[config.mk]
export PLATFORM = sky130hd
export DESIGN_NAME = uart_tx_arbiter
export DESIGN_NICKNAME = d
export VERILOG_FILES = /design/src/rtl/uart_pkg.sv /design/src/rtl/rr_arbiter.sv /design/src/rtl/uart_tx_arbiter.sv
export SDC_FILE = /design/constraint.sdc
export NUM_CORES = 1
export LEC_CHECK = 0
export CAP_MARGIN = 20
export CORE_UTILIZATION = 34
export CTS_CLUSTER_DIAMETER = 80
export DETAILED_ROUTE_END_ITERATION = 10
export HOLD_SLACK_MARGIN = 0.15
export MAX_ROUTING_LAYER = met4
export SYNTH_ARGS = -nofsm -noshare
export SYNTH_HDL_FRONTEND = slang
export SYNTH_SLANG_ARGS = --single-unit
[constraint.sdc]
create_clock -name clk -period 5.25 [get_ports clk]
set_input_delay 1.05 -clock clk [delete_from_list [all_inputs] [get_ports clk]]
set_output_delay 1.05 -clock clk [all_outputs]
set_load 0.03 [all_outputs]
[src/rtl/uart_pkg.sv]
// Shared types and constants for the arbitrated UART transmitter.
// Optional feature macro: UART_ARB_PARITY_EN (even-parity bit between data and stop).
package uart_pkg;

  localparam int unsigned DATA_BITS          = 8;
  localparam int unsigned OVERSAMPLE_DEFAULT = 16;
  localparam int unsigned BIT_IDX_W          = $clog2(DATA_BITS);

  typedef enum logic [2:0] {
    StIdle,
    StStart,
    StData,
`ifdef UART_ARB_PARITY_EN
    StParity,
`endif
    StStop
  } frame_state_e;

endpackage

[src/rtl/rr_arbiter.sv]
// Combinational round-robin picker: first set request searching upward from last_grant+1.
module rr_arbiter #(
  parameter int unsigned NREQ = 4
) (
  input  logic [NREQ-1:0]         req,
  input  logic [$clog2(NREQ)-1:0] last_grant,
  output logic [NREQ-1:0]         gnt_onehot,
  output logic [$clog2(NREQ)-1:0] gnt_id,
  output logic                    any
);

  localparam int unsigned IdW = $clog2(NREQ);

  always_comb begin
    int unsigned idx;
    idx        = 0;
    gnt_onehot = '0;
    gnt_id     = '0;
    any        = 1'b0;
    for (int unsigned k = 1; k <= NREQ; k++) begin
      idx = (32'(last_grant) + k) % NREQ;
      if (!any && req[idx]) begin
        any        = 1'b1;
        gnt_id     = IdW'(idx);
        gnt_onehot = NREQ'(1) << idx;
      end
    end
  end

endmodule

[src/rtl/uart_tx_arbiter.sv]
// Round-robin arbitrated UART transmitter: grants one byte requester per frame.
// Define UART_ARB_PARITY_EN to append an even-parity bit (11-bit frame).
module uart_tx_arbiter
  import uart_pkg::*;
#(
  parameter int unsigned NREQ       = 4,
  parameter int unsigned OVERSAMPLE = OVERSAMPLE_DEFAULT
) (
  input  logic                    clk,
  input  logic                    reset,
  input  logic                    tick,
  input  logic [NREQ-1:0]         req_valid,
  input  logic [NREQ*8-1:0]       req_data,
  output logic [NREQ-1:0]         req_ready,
  output logic                    tx,
  output logic                    busy,
  output logic [$clog2(NREQ)-1:0] grant_id
);

  localparam int unsigned IdW  = $clog2(NREQ);
  localparam int unsigned CntW = $clog2(OVERSAMPLE);

  frame_state_e         state_q;
  logic [CntW-1:0]      cnt_q;
  logic [BIT_IDX_W-1:0] bit_idx_q;
  logic [DATA_BITS-1:0] data_q;
  logic [IdW-1:0]       last_grant_q;

  logic [NREQ-1:0]      gnt_onehot;
  logic [IdW-1:0]       gnt_id;
  logic                 any_req;
  logic [DATA_BITS-1:0] gnt_byte;
  logic                 bit_end;

  rr_arbiter #(
    .NREQ(NREQ)
  ) u_rr_arbiter (
    .req       (req_valid),
    .last_grant(last_grant_q),
    .gnt_onehot(gnt_onehot),
    .gnt_id    (gnt_id),
    .any       (any_req)
  );

  always_comb begin
    gnt_byte = '0;
    for (int unsigned i = 0; i < NREQ; i++) begin
      if (gnt_onehot[i]) gnt_byte = req_data[i*DATA_BITS +: DATA_BITS];
    end
  end

  assign bit_end = tick && (cnt_q == CntW'(OVERSAMPLE - 1));

  always_ff @(posedge clk or posedge reset) begin
    if (reset) begin
      state_q      <= StIdle;
      tx           <= 1'b1;
      busy         <= 1'b0;
      req_ready    <= '0;
      grant_id     <= '0;
      cnt_q        <= '0;
      bit_idx_q    <= '0;
      data_q       <= '0;
      last_grant_q <= IdW'(NREQ - 1);
    end else begin
      req_ready <= '0;
      if (state_q != StIdle && tick) cnt_q <= bit_end ? '0 : cnt_q + CntW'(1);
      unique case (state_q)
        StIdle: begin
          if (any_req) begin
            state_q      <= StStart;
            tx           <= 1'b0;
            busy         <= 1'b1;
            req_ready    <= gnt_onehot;
            grant_id     <= gnt_id;
            last_grant_q <= gnt_id;
            data_q       <= gnt_byte;
            cnt_q        <= '0;
            bit_idx_q    <= '0;
          end
        end
        StStart: begin
          if (bit_end) begin
            state_q <= StData;
            tx      <= data_q[0];
          end
        end
        StData: begin
          if (bit_end) begin
            if (bit_idx_q == BIT_IDX_W'(DATA_BITS - 1)) begin
`ifdef UART_ARB_PARITY_EN
              state_q <= StParity;
              tx      <= ^data_q;
`else
              state_q <= StStop;
              tx      <= 1'b1;
`endif
            end else begin
              bit_idx_q <= bit_idx_q + BIT_IDX_W'(1);
              tx        <= data_q[bit_idx_q + BIT_IDX_W'(1)];
            end
          end
        end
`ifdef UART_ARB_PARITY_EN
        StParity: begin
          if (bit_end) begin
            state_q <= StStop;
            tx      <= 1'b1;
          end
        end
`endif
        StStop: begin
          // Back to IDLE for one cycle; a pending request is granted on the next edge.
          if (bit_end) begin
            state_q <= StIdle;
            busy    <= 1'b0;
          end
        end
        default: state_q <= StIdle;
      endcase
    end
  end

endmodule

Figure 1. Signal wires by layer (run 1).
Bar = 20 um. Only two layers are drawn.
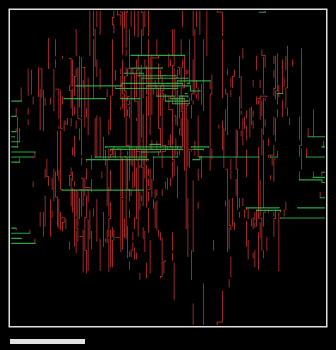
metal 3: shown in green, wire length 388 um. metal 2: shown in red, wire length 2730 um.
final WL: 6.28 mm
Overall Global Routing Usage: 0.183
WL/cell: 17.1 um

Figure 2. Cell density map (run 1).
The die is cut into 8 by 8 equal tiles; black is low, pale yellow is high, 0 to 100% covered.
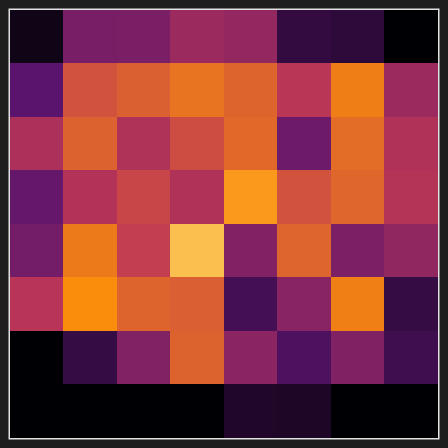
The fullest tile reaches 86%. The densest ninth of the die: middle. 4.7% of the tiles are over 75% full. 13% of the tiles are nearly empty. The mean over all tiles is 39%.

Figure 3. Cells colored by class (run 1).
Bar = 20 um. Fill, decap, tap and diode cells in gray.
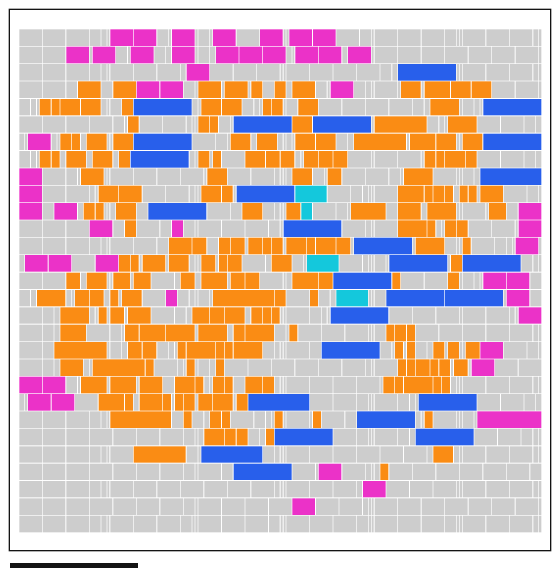
flops: shown in blue, cells 27, share of their area 24%. clock drivers and dummy loads: shown in cyan, cells 4, share of their area 1.7%. other buffers and delay cells: shown in magenta, cells 49, share of their area 18%. combinational and other logic: shown in orange, cells 211, share of their area 56%.
Finished Core Util: 0.447
Seq area share: 0.236
Core Rows: 29
core area: 6460 um2

==> impl_metrics.ini, run 1 <==
; flow metrics
[status]
outcome = finished, violations left
violations = DRC

[global_routing]
grt_max_degree = 22
grt_first_pass_wirelength_mm = 10.1
grt_pass1_vias = 1969
grt_overflow_total = 0
grt_antenna_before_repair = 0

[clock_network]
clock_latency_ns = 0.27
numClockSinks = 27
clk_path_buf_depth = 2
clk_pin_slew_ns = 0.10
hold_buffers = 0
htree_levels = 1
numCtsBuffers = 3
clk_root_buffer_cell = clkbuf_8
cts_resized = 0
cts_setup_buffers = 0

[place]
gp_congestion = 0.863
io_buffer_count = 46
hpwlAfterDp_mm = 4.67

[setup_path]
startpoint_type = flip-flop
reg2reg_to = data_q[6]
required_ns = 5.45
crit_fanout = 19
cp-end-kind = flip-flop
cp.arrival_ns = 4.05
worstSetupPathType = flip-flop to flip-flop
reg2regPathDepth = 8
rrSetupSlack_ns = 1.41

[synthesis]
synthCells = 252
postSynthSeqShare = 0.293
simple_gate_share = 0.173
xor_share = 0.00378
ys_sh_aoi = 0.291
topCellsByArea = dfrtp_1 (26%), ha_1 (7.6%), mux4_2 (4.9%)
ys_cells = 252
yosysChipArea_um2 = 2320
avgSynthCellArea_um2 = 9.20
ys_sh_mux = 0.112
synth_cell_type_count = 52
synth_nets = 305
top_cell_area_share = 0.259
synth_adder_area_share = 0.0756
ys.flops = 27
syn-cell-area_um2 = 2320
synth_top_flop_cell = dfrtp_1
synth_area_leader_cell = dfrtp_1
async_reset_ff_frac = 1.00
edf_count = 0

[floorplanning]
die_x_um = 84.6
top_level_ports = 47
die_area_um2 = 7150
die_h_um = 84.6

[power]
cellPowerDensity_nw_per_um2 = 631
ir_drop_mv = 0.269
leakage_nw = 1.21

[timing]
relSlewSlack = 0.320
fin_crit_ns = 3.84
setup_viol = 0
rsz0062_at_grt = false
period_used_share = 0.732
max_freq_mhz = 260
drv_slew = 0
finClkSkew_ns = 0.00805
worstMarginPinSlew_ns = 1.01
setup_tns_ns = 0
report.final.hold_viol_count = 0

[flow_run]
warnings = 35
drv_cap = 0

[detailed_routing]
drt-pass1-iter-count = 8
ant_nets = 0
vias_per_cell = 5.82
post-route-drc-count = 1
drt_iter0_markers = 179

[cells_and_area]
syn_to_final_growth_pct = 24.4
drive_gt1_frac = 0.103
layout_top_cells = clkdlybuf4s50_1 (46), dfrtp_1 (24), nand2_1 (22)
layout_top_cell = clkdlybuf4s50_1
diodes = 0
fillers = 615

[worst_hold_path]
min_path_type = flip-flop to flip-flop
hp-start = grant_id[1]
hold_path_end = grant_id[1]
## run 1: worst max-delay path, cell delays in order, from the launching register on
cell and delay, ns:
dfstp_2 0.76, inv_1 0.24, ha_1 0.51, mux4_2 0.63, a221o_1 0.34, a221oi_4 0.45, nand2b_1 0.44, o211a_1 0.25
a2bb2oi_1 0.16
## run 1: state kept, by name (all words and copies together), names as in the netlist
signal,count
data_q,8
cnt_q,4
req_ready,4
bit_idx_q,3
grant_id,2
last_grant_q,2
state_q,2
busy,1
tx,1
## run 1: kinds of logic after synthesis
| logic type | Yosys count |
|---|---|
| xor gates and xnor gates | 1 |
| muxes | 17 |
| adders and majority gates | 14 |
| and+or+nand+nor | 80 |
| DFF | 27 |
| AOI/OAI and AO/OA | 87 |
| buffers and inverters | 26 |
## run 1: Yosys cell counts, drive strengths merged, types with 2 or more instances
cell	count
o211a	8
a221oi	2
nand2	23
dfstp	3
nor2b	6
o2bb2ai	8
a2bb2oi	10
nand4	9
nand3	8
inv	12
dfrtp	24
clkbuf	7
nand2b	5
mux4	6
o21ai	12
a21oi	18
o22ai	3
mux2i	3
mux2	8
buf	7
and2	4
nor2	19
a2111oi	8
ha	14
a22o	6
## run 1: final cells by class
| cell class | count | area (um2) | area share |
|---|---|---|---|
| multi-input cells | 199 | 1520 | 0.527 |
| flip-flops and latches | 27 | 679 | 0.236 |
| repair buffers | 49 | 498 | 0.173 |
| well taps | 77 | 96.3 | 0.0334 |
| inverters | 12 | 45.0 | 0.0156 |
| clock buffers | 3 | 41.3 | 0.0143 |
| clock inverters | 1 | 5.00 | 0.00174 |
## run 1: metal layers
layer / share of wire / track usage / vias up
li1: - / - / 1040
met1: 0.50 / 0.275 / 1006
met2: 0.44 / 0.262 / 90
met3: 0.062 / 0.0197 / 4
met4: 0.0065 / 0.0431 / 0
met5: 0 / - / -
## run 1: per-stage QoR
stage	setup WS, ns	total power, mW	instances	instance area [um2]	hold slack (ns)
6_report	1.41	1.82	368	2880	0.489
5_1_grt	1.16	1.96	368	2880	0.528
4_1_cts	1.14	1.80	367	2880	0.497
3_5_place_dp	0.887	1.68	363	2830	0.474
3_3_place_gp	0.931	1.67	361	2800	0.462
2_1_floorplan	1.52	1.37	252	2320	0.500
## run 1: report_power, final
part | internal, mW | switching, mW | leakage [nW]
clock | 0.0532 | 0.0661 | 0.0255
combinational | 0.546 | 0.771 | 0.840
sequential | 0.297 | 0.0862 | 0.343
total | 0.897 | 0.923 | 1.21
## run 1: how the worst max path moves through the flow
stage | depth (start not counted) | end | from | slack, ns
5_1_grt | 8 | data_q[4] | last_grant_q[0] | 1.16
3_3_place_gp | 7 | data_q[6] | req_valid[1] | 0.93
6_report | 8 | data_q[6] | last_grant_q[0] | 1.41
4_1_cts | 7 | data_q[6] | req_valid[1] | 1.14
2_1_floorplan | 11 | bit_idx_q[0] | last_grant_q[0] | 1.52
3_5_place_dp | 7 | data_q[6] | req_valid[1] | 0.89
Figure 4. Sequential cells colored by netlist name (run 1).
Bar = 20 um. Other sequential cells in the stronger gray, the rest of the logic in the fainter gray.
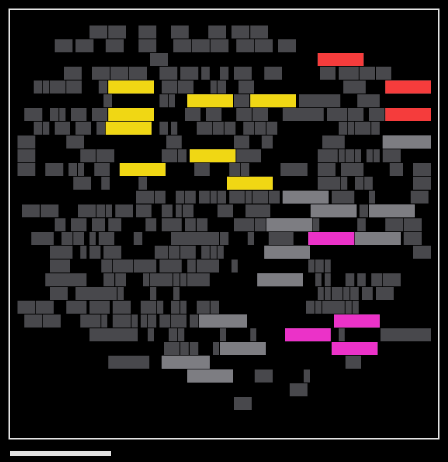

==> inputs of run 2 (changes only) <==
==> constraint.sdc (replaced) <==
create_clock -name clk -period 3.2 [get_ports clk]
set_input_delay 0.64 -clock clk [delete_from_list [all_inputs] [get_ports clk]]
set_output_delay 0.64 -clock clk [all_outputs]
set_load 0.03 [all_outputs]
Figure 5. Sequential cells colored by netlist name (run 2).
Bar = 20 um. Other sequential cells in the stronger gray, the rest of the logic in the fainter gray.
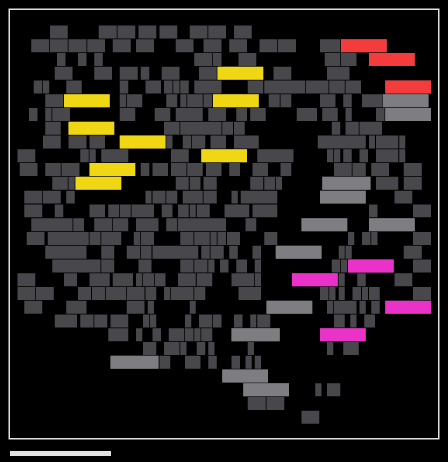
cnt_q: shown in magenta, placed flops 4. bit_idx_q: shown in red, placed flops 3. data_q: shown in yellow, placed flops 8.
Another 12 sequential cells are not colored.

Figure 6. Signal wires by layer (run 2).
Bar = 20 um. Only two layers are drawn.
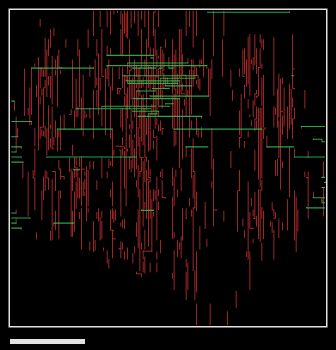
metal 3: shown in green, wire length 408 um. metal 2: shown in red, wire length 2900 um.

Figure 7. Cells colored by class (run 2).
Bar = 20 um. Fill, decap, tap and diode cells in gray.
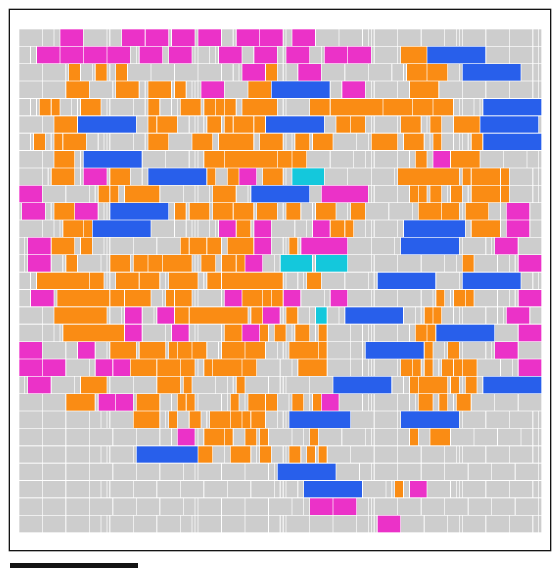
other buffers and delay cells: shown in magenta, cells 72, share of their area 23%. flops: shown in blue, cells 27, share of their area 23%. clock drivers and dummy loads: shown in cyan, cells 4, share of their area 1.5%. combinational and other logic: shown in orange, cells 211, share of their area 53%.
Finished Core Util: 0.482
Seq area share: 0.218

==> run 2 against run 1 <==
Net effect: the run still ends with DRC left; clock skew barely moved; count of clock-buffer cells in the layout did not move; total power rose by 89%; hold slack improved by 0.0070 ns; cell area rose by 8.0%; non-clock buffer count rose by 23; area after synthesis did not move; critical path depth did not move; sequential share of layout area fell by 1.7 points; critical endpoint is now data_q[0]; largest power group unchanged; highest routed layer unchanged.
==> impl_metrics.ini, run 2 <==
; flow metrics
[clock_network]
clk_pin_slew_ns = 0.11
htree_levels = 1
hold_buffers = 0
numCtsBuffers = 3
clock_latency_ns = 0.28

[setup_path]
crit_fanout = 8
crit_path_start = last_grant_q[1]
startpoint_type = flip-flop
worstSetupPathType = flip-flop to flip-flop
reg2regPathDepth = 8
worstSetupEndpoint = data_q[0]

[place]
hpwlAfterDp_mm = 5.04
io_buffer_count = 46

[global_routing]
grt_antenna_before_repair = 0
grt_pass1_vias = 2222
grt_max_degree = 28
grt_overflow_total = 0
grt_first_pass_wirelength_mm = 11.2

[detailed_routing]
drt-pass1-iter-count = 11
drt_wl_total_mm = 6.76
drt_iter0_markers = 183
vias_per_cell = 5.76
ant_nets = 0
wire_per_inst_um = 17.3
post-route-drc-count = 2

[timing]
report.final.hold_viol_count = 0
drv_slew = 0
relSlewSlack = 0.566
period_used_share = 0.951
fin_crit_ns = 3.04
max_freq_mhz = 329

[synthesis]
syn-cell-area_um2 = 2320
top_cell_area_share = 0.259
synthTopCellsByCount = dfrtp_1 (24), nand2_1 (22), nor2_1 (19)
ys_cells = 252
yosysMostFrequentCell = dfrtp_1
postSynthSeqShare = 0.293
avgSynthCellArea_um2 = 9.20
edf_count = 0
synth_area_leader_cell = dfrtp_1

[floorplanning]
die_h_um = 84.6
die_x_um = 84.6
top_level_ports = 47
num_rows = 29
core-area_um2 = 6460

[status]
outcome = finished, violations left
violations = DRC

[cells_and_area]
largest_reg_flops = 8
layout_top_cell = clkdlybuf4s50_1
drive_gt1_frac = 0.185
top_register = data_q
final_cells = 391

[power]
cellPowerDensity_nw_per_um2 = 1110
leakage_nw = 1.33
power_frac_seq = 0.169
ir_drop_mv = 0.492
total_power_mw = 3.44
p_int_mw = 1.80

[flow_run]
warnings = 35
drv_cap = 0
==> run 2: cell type report <==
cell class	instances	area, um2
fill	645	3340
multi-input combinational	199	1560
timing repair buffer	72	681
sequential	27	679
tap	77	96.3
inverter	12	47.5
clock buffer	3	41.3
clock inverter	1	5.00
==> run 2: repair_timing <==
action	4_1_cts	5_1_grt
hold endpoints to repair	0	0
gates resized	0	9
setup endpoints to repair	0	8
==> run 2: metal layers <==
metal / global-route usage / share of wire / vias up
li1: - / - / 1093
met1: 0.300 / 0.50 / 1064
met2: 0.296 / 0.43 / 82
met3: 0.0128 / 0.060 / 12
met4: 0.0493 / 0.014 / 0
met5: - / 0 / -
==> run 2: worst min path at each step <==
| stage | start | end | slack [ns] | cells after the start |
|---|---|---|---|---|
| floorplan | bit_idx_q[1] | bit_idx_q[1] | 0.50 | 1 |
| global placement | grant_id[0] | grant_id[0] | 0.47 | 2 |
| detailed placement | grant_id[0] | grant_id[0] | 0.48 | 2 |
| CTS | grant_id[0] | grant_id[0] | 0.50 | 2 |
| global route | grant_id[1] | grant_id[1] | 0.54 | 2 |
| finish | grant_id[0] | grant_id[0] | 0.50 | 2 |
==> run 2: power by group through the flow <==
stage               Combinational (mW)  Sequential [mW]  Clock [mW]
floorplan                         1.66            0.640           0
global placement                  2.53            0.585           0
detailed placement                2.54            0.588           0
CTS                               2.54            0.581       0.205
global route                      2.88            0.602       0.219
finish                            2.66            0.581       0.203
==> run 2: logic make-up (layout without fill, tap and decap cells) <==
family,Yosys count,in the layout,share of synthesized area
compound gates,87,87,0.291
simple gates,80,80,0.173
flops,27,27,0.293
buf+inv,26,88,0.0518
mux,17,17,0.112
fa+ha+maj,14,14,0.0756
xor+xnor,1,1,0.00378
==> run 2: critical path: stages (launching register included) <==
cell	delay, ns
dfstp_2	0.54
inv_1	0.12
ha_4	0.32
mux4_2	0.53
buf_4	0.17
and2b_1	0.16
o311a_1	0.48
a2111oi_0	0.48
a2bb2oi_1	0.12
==> run 2: metrics by stage <==
stage / utilization / hold slack [ns] / instance area, um2
after floorplan: - / 0.500 / 2350
after global placement: 0.470 / 0.472 / 3030
after detailed placement: 0.470 / 0.478 / 3030
after CTS: 0.477 / 0.501 / 3080
after global routing: 0.482 / 0.541 / 3110
final: 0.482 / 0.496 / 3110
Power is estimated from default activity; no workload was simulated.
